File: config.mk
export PLATFORM = sky130hd
export DESIGN_NAME = pc_sequencer
export DESIGN_NICKNAME = d
export VERILOG_FILES = /design/src/rtl/pc_pkg.sv /design/src/rtl/pc_stack.sv /design/src/rtl/pc_sequencer.sv
export SDC_FILE = /design/constraint.sdc
export NUM_CORES = 1
export LEC_CHECK = 0
export CAP_MARGIN = 10
export CORE_ASPECT_RATIO = 0.6
export CORE_MARGIN = 8
export CORE_UTILIZATION = 50
export CTS_CLUSTER_DIAMETER = 200
export CTS_CLUSTER_SIZE = 10
export DETAILED_ROUTE_END_ITERATION = 12
export PLACE_DENSITY = 0.72
export SETUP_SLACK_MARGIN = 0.5
export SYNTH_ARGS = -nofsm -noshare
export SYNTH_HDL_FRONTEND = slang
export SYNTH_SLANG_ARGS = --single-unit
File: constraint.sdc
create_clock -name clk -period 2.6 [get_ports clk]
set_input_delay 0.65 -clock clk [delete_from_list [all_inputs] [get_ports clk]]
set_output_delay 0.65 -clock clk [all_outputs]
set_load 0.05 [all_outputs]
File: src/rtl/pc_pkg.sv
// Shared definitions for the program-counter sequencer.
// Holds the op encoding and the op field width.
package pc_pkg;

    localparam int OP_W = 3;

    localparam logic [OP_W-1:0] OP_HOLD = 3'd0;
    localparam logic [OP_W-1:0] OP_INC  = 3'd1;
    localparam logic [OP_W-1:0] OP_JMP  = 3'd2;
    localparam logic [OP_W-1:0] OP_BRA  = 3'd3;
    localparam logic [OP_W-1:0] OP_CALL = 3'd4;
    localparam logic [OP_W-1:0] OP_RET  = 3'd5;

endpackage

File: src/rtl/pc_stack.sv
// LIFO of return addresses with a 0..DEPTH count register.
// The top entry is read combinationally.
module pc_stack #(
    parameter int W     = 8,
    parameter int DEPTH = 4
) (
    input  logic         clk,
    input  logic         rst_n,
    input  logic         push,
    input  logic         pop,
    input  logic [W-1:0] din,
    output logic [W-1:0] dout,
    output logic         full,
    output logic         empty
);

    localparam int CW = $clog2(DEPTH + 1);
    localparam int AW = (DEPTH > 1) ? $clog2(DEPTH) : 1;

    logic [CW-1:0] r_count;
    logic [W-1:0]  r_mem [DEPTH];
    logic [AW-1:0] w_wr_idx;
    logic [AW-1:0] w_rd_idx;
    logic          w_do_push;
    logic          w_do_pop;

    assign full      = (r_count == CW'(DEPTH));
    assign empty     = (r_count == '0);
    assign w_do_push = push && !full;
    assign w_do_pop  = pop && !empty;
    assign w_wr_idx  = AW'(r_count);
    assign w_rd_idx  = AW'(r_count - CW'(1));

    // Read index is only meaningful when the stack holds an entry.
    assign dout = empty ? '0 : r_mem[w_rd_idx];

    always_ff @(posedge clk or negedge rst_n) begin
        if (!rst_n) begin
            r_count <= '0;
        end else if (w_do_push) begin
            r_count <= r_count + CW'(1);
        end else if (w_do_pop) begin
            r_count <= r_count - CW'(1);
        end
    end

    always_ff @(posedge clk) begin
        if (w_do_push) begin
            r_mem[w_wr_idx] <= din;
        end
    end

endmodule

File: src/rtl/pc_sequencer.sv
// Registered program counter with step, jump, relative branch,
// call/return stack and sticky overflow/underflow flags.
module pc_sequencer
    import pc_pkg::*;
#(
    parameter int             W         = 8,
    parameter int             STEP      = 1,
    parameter int             DEPTH     = 4,
    parameter logic [W-1:0]   RESET_VEC = '0
) (
    input  logic            clk,
    input  logic            rst_n,
    input  logic            en,
    input  logic [OP_W-1:0] op,
    input  logic [W-1:0]    target,
    input  logic [W-1:0]    offset,
    input  logic            err_clr,
    output logic [W-1:0]    pc,
    output logic            stk_full,
    output logic            stk_empty,
    output logic            err_ovf,
    output logic            err_unf
);

    localparam logic [W-1:0] STEP_W = W'(STEP);

    logic [W-1:0] r_pc;
    logic         r_err_ovf;
    logic         r_err_unf;

    logic [W-1:0] w_pc_nxt;
    logic [W-1:0] w_pc_inc;
    logic [W-1:0] w_pc_bra;
    logic [W-1:0] w_stk_dout;
    logic         w_is_inc;
    logic         w_is_jmp;
    logic         w_is_bra;
    logic         w_is_call;
    logic         w_is_ret;
    logic         w_push;
    logic         w_pop;
    logic         w_set_ovf;
    logic         w_set_unf;

    assign w_is_inc  = (op == OP_INC);
    assign w_is_jmp  = (op == OP_JMP);
    assign w_is_bra  = (op == OP_BRA);
    assign w_is_call = (op == OP_CALL);
    assign w_is_ret  = (op == OP_RET);

    // Two's-complement add gives the signed branch for free.
    assign w_pc_inc = r_pc + STEP_W;
    assign w_pc_bra = r_pc + offset;

    assign w_push    = en && w_is_call && !stk_full;
    assign w_pop     = en && w_is_ret && !stk_empty;
    assign w_set_ovf = en && w_is_call && stk_full;
    assign w_set_unf = en && w_is_ret && stk_empty;

    always_comb begin
        w_pc_nxt = r_pc;
        unique case (1'b1)
            w_is_inc:  w_pc_nxt = w_pc_inc;
            w_is_jmp:  w_pc_nxt = target;
            w_is_bra:  w_pc_nxt = w_pc_bra;
            w_is_call: w_pc_nxt = stk_full ? w_pc_inc : target;
            w_is_ret:  w_pc_nxt = stk_empty ? w_pc_inc : w_stk_dout;
            default:   w_pc_nxt = r_pc;
        endcase
    end

    always_ff @(posedge clk or negedge rst_n) begin
        if (!rst_n) begin
            r_pc      <= RESET_VEC;
            r_err_ovf <= 1'b0;
            r_err_unf <= 1'b0;
        end else begin
            if (en) begin
                r_pc <= w_pc_nxt;
            end
            r_err_ovf <= w_set_ovf || (r_err_ovf && !err_clr);
            r_err_unf <= w_set_unf || (r_err_unf && !err_clr);
        end
    end

    pc_stack #(
        .W     (W),
        .DEPTH (DEPTH)
    ) u_stack (
        .clk   (clk),
        .rst_n (rst_n),
        .push  (w_push),
        .pop   (w_pop),
        .din   (w_pc_inc),
        .dout  (w_stk_dout),
        .full  (stk_full),
        .empty (stk_empty)
    );

    assign pc      = r_pc;
    assign err_ovf = r_err_ovf;
    assign err_unf = r_err_unf;

endmodule
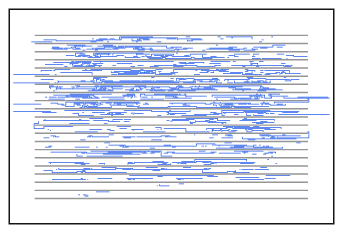
(images/met1.png)
(3 px per um) Supply wires on this layer in gray.
The layer carries 2980 um of wire. The wires run mostly horizontal. The layer holds 48% of the routed length.

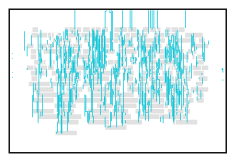
(images/met2.png)
(2 px per um)
The wires run mostly vertical. The longest straight run is 30.3 um. The layer carries 2540 um of wire. The layer holds 41% of the routed length. 245 nets have wire on it.

==> impl_metrics.py <==
# Auto-generated metrics
metrics = {
    "clock_tree": {
        "cts.path.max_buffers": 2,
        "cts.sinks": 45,
        "htreeDepth": 2,
        "cts_made_buffers": 5,
        "worstSkewPairLatency_ns": 0.30,
        "root_buffer": "clkbuf_8",
    },
    "timing": {
        "tightest_slew_ns": 0.692,
        "skew_ns": 0.0119,
        "maxSlewHeadroom": 0.537,
        "timing.final.max_slew_violations": 0,
        "rsz0062_at_grt": "true",
        "finalHoldViolations": 0,
        "fin_crit_ns": 2.14,
        "finalSetupViolCount": 0,
    },
    "yosys": {
        "ys_top_logic_family": "AND-OR/OR-AND gates",
        "avgSynthCellArea_sq_um": 12.5,
        "synth_cell_types": 54,
        "aoi_share": 0.134,
        "synth_top_cell_by_area": "edfxtp_1",
        "postSynthSeqShare": 0.510,
        "simple_gate_share": 0.125,
        "fa_ha_area_frac": 0.0724,
        "yosys_cells": 202,
        "top_area_frac": 0.381,
        "edf_count": 32,
        "synthesis.area_sq_mm": 0.00252,
    },
    "grt": {
        "grt_use_met1": 0.246,
        "gr-total-overflow": 0,
        "grt.busiest_layer": "met1",
        "gr-usage-met2": 0.218,
        "grt_max_degree": 17,
        "grt_usage": 0.164,
        "grt_pass1_vias": 1774,
        "grt_use_met3": 0.0481,
    },
    "cells_and_area": {
        "layout_top_cells": "buf_4 (33), edfxtp_1 (32), clkdlybuf4s50_1 (15)",
        "layout.nets": 306,
        "postLayoutCoreUtil": 0.670,
        "areaGrowthSynthToFinish_pct": 31.6,
        "diodes": 0,
        "drive_above_1_share": 0.285,
        "stdcell_count": 336,
        "mostFrequentLayoutCell": "buf_4",
    },
    "critical_path": {
        "cp-start-kind": "register",
        "worst-path-max-fanout": 3,
        "end_kind": "primary output",
        "required_ns": 1.95,
        "worstPathArrival_ns": 1.49,
    },
    "placement": {
        "place_hpwl_um": 4450,
        "place_congestion": 0.849,
        "dpl.cell_count": 316,
    },
    "detailed_routing": {
        "wl_per_cell_um": 18.4,
        "avgViaCountPerCell": 5.53,
        "ant_nets": 0,
        "post-route-drc-count": 0,
        "vias": 1858,
        "postRouteWirelength_um": 6180,
        "drt_pass1_iterations": 4,
    },
    "status": {
        "outcome": "complete, no violations",
    },
    "power_and_ir_drop": {
        "power.share.switching": 0.397,
        "powerDensity_mw_per_mm2": 1000,
        "p_clk_frac": 0.166,
        "ir_drop_mv": 0.623,
        "seqPwrFrac": 0.322,
    },
    "floorplanning": {
        "dieWidth_um": 108,
        "fp.dieH_um": 71.0,
        "io-pin-count": 35,
        "core_area_sq_mm": 0.00495,
        "fp_util": 0.509,
    },
    "flow_run": {
        "max_cap_violations": 0,
        "log.warning_count": 33,
    },
    "worst_hold_path": {
        "min_delay_path_depth": 2,
    },
}
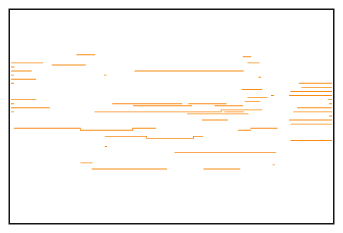
(images/met3.png)
(3 px per um)
The layer carries 568 um of wire. The longest straight run is 42.1 um. The layer holds 9.2% of the routed length.

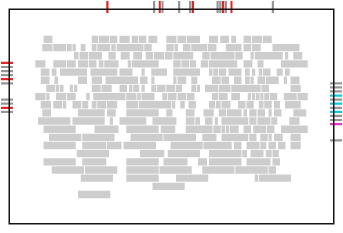
(images/pins.png)
(3 px per um) Pins as bars across the die edge, other pins in gray.
Key: red = `offset` [pins 8, direction input, edge 5 top, 3 left]; cyan = `op` [pins 3, direction input, edge right]; magenta = `en` [pins 1, direction input, edge right]

[state kept, by name, indices dropped and copies added, names as in the netlist]
register / count
err_ovf: 1
u_stack.r_mem: 32
u_stack.r_count: 3
err_unf: 1
pc: 8
[synth_stat cells, types with 2 or more instances]
library cell,n
nor2_2,3
xor2_1,6
o311ai_1,3
mux4_2,7
nand3_1,7
o21bai_1,2
nor2_1,14
o21ai_0,6
and2_4,2
nand2_1,14
a21o_1,2
buf_4,2
edfxtp_1,32
xnor2_1,7
nand2b_1,2
a311oi_1,2
nor3b_1,2
and2_1,3
buf_6,2
o22ai_1,3
o31ai_1,2
a21oi_1,8
a221oi_1,2
a211oi_1,2
inv_1,11
ha_1,13
dfrtp_1,13
a31oi_1,3
a32o_1,2
[critical path, stage by stage (launching register included)]
cell and delay, ns:
dfrtp_1 0.41, inv_2 0.10, ha_4 0.13, or2b_1 0.29, clkinvlp_4 0.11, buf_8 0.14
[through the flow]
step                      setup slack [ns]  instance area [sq um]  hold WS, ns  setup TNS [ns]
after global routing                 0.403                   3320        0.552               0
after CTS                            0.364                   3210        0.534               0
final                                0.460                   3320        0.524               0
after global placement             -0.0542                   3040        0.519         -0.0848
after detailed placement           -0.0830                   3040        0.523          -0.190
after floorplan                      0.484                   2530        0.354               0
[metal layers]
layer	part of all wire	vias up	wire length, um
met5	0	-	0
met4	0.015	0	93
met3	0.092	12	568
met2	0.41	76	2540
met1	0.48	867	2980
li1	-	903	-
[cells by family (layout without fill, tap and decap cells)]
kind of cell,after synthesis,count (layout)
adder cells (fa/ha/maj),14,14
XOR/XNOR,13,13
AND-OR/OR-AND,46,46
AND/OR/NAND/NOR,58,58
flip-flops,45,45
multiplexers,8,8
buffers and inverters,18,86
[power by group through the flow]
stage / logic [mW] / registers [mW] / clock network (mW)
3_5_place_dp: 1.51 / 1.08 / 0
2_1_floorplan: 0.917 / 1.23 / 0
3_3_place_gp: 1.50 / 1.08 / 0
5_1_grt: 1.83 / 1.09 / 0.592
6_report: 1.70 / 1.07 / 0.554
4_1_cts: 1.59 / 1.07 / 0.561
[cell type report]
| type | instances | area [sq um] | area share |
|---|---|---|---|
| repair buffers | 66 | 577 | 0.174 |
| flip-flops and latches | 45 | 1290 | 0.388 |
| multi-input cells | 139 | 1200 | 0.363 |
| inverters | 12 | 48.8 | 0.0147 |
| clock buffers | 5 | 68.8 | 0.0207 |
| clock inverters | 3 | 50.0 | 0.0151 |
| well taps | 66 | 82.6 | 0.0249 |
[path summary, 6_finish.rpt]
kind / slack (ns) / startpoint / to
worst max-delay path: 0.46 / u_stack.r_count[1] / stk_empty
worst min-delay path: 0.52 / err_unf / err_unf
worst max register to register: 0.54 / pc[1] / pc[5]
worst min register to register: 0.52 / err_unf / err_unf
max in group asynchronous: 1.37 / rst_n / pc[1]
min in group asynchronous: 0.75 / rst_n / u_stack.r_count[2]
[repair_timing]
item,in CTS,in global routing
resized,25,11
hold buffers,0,0
pin swaps,7,8
hold endpoints to repair,0,0
buffers inserted,2,10
endpoints found under the setup margin,27,33
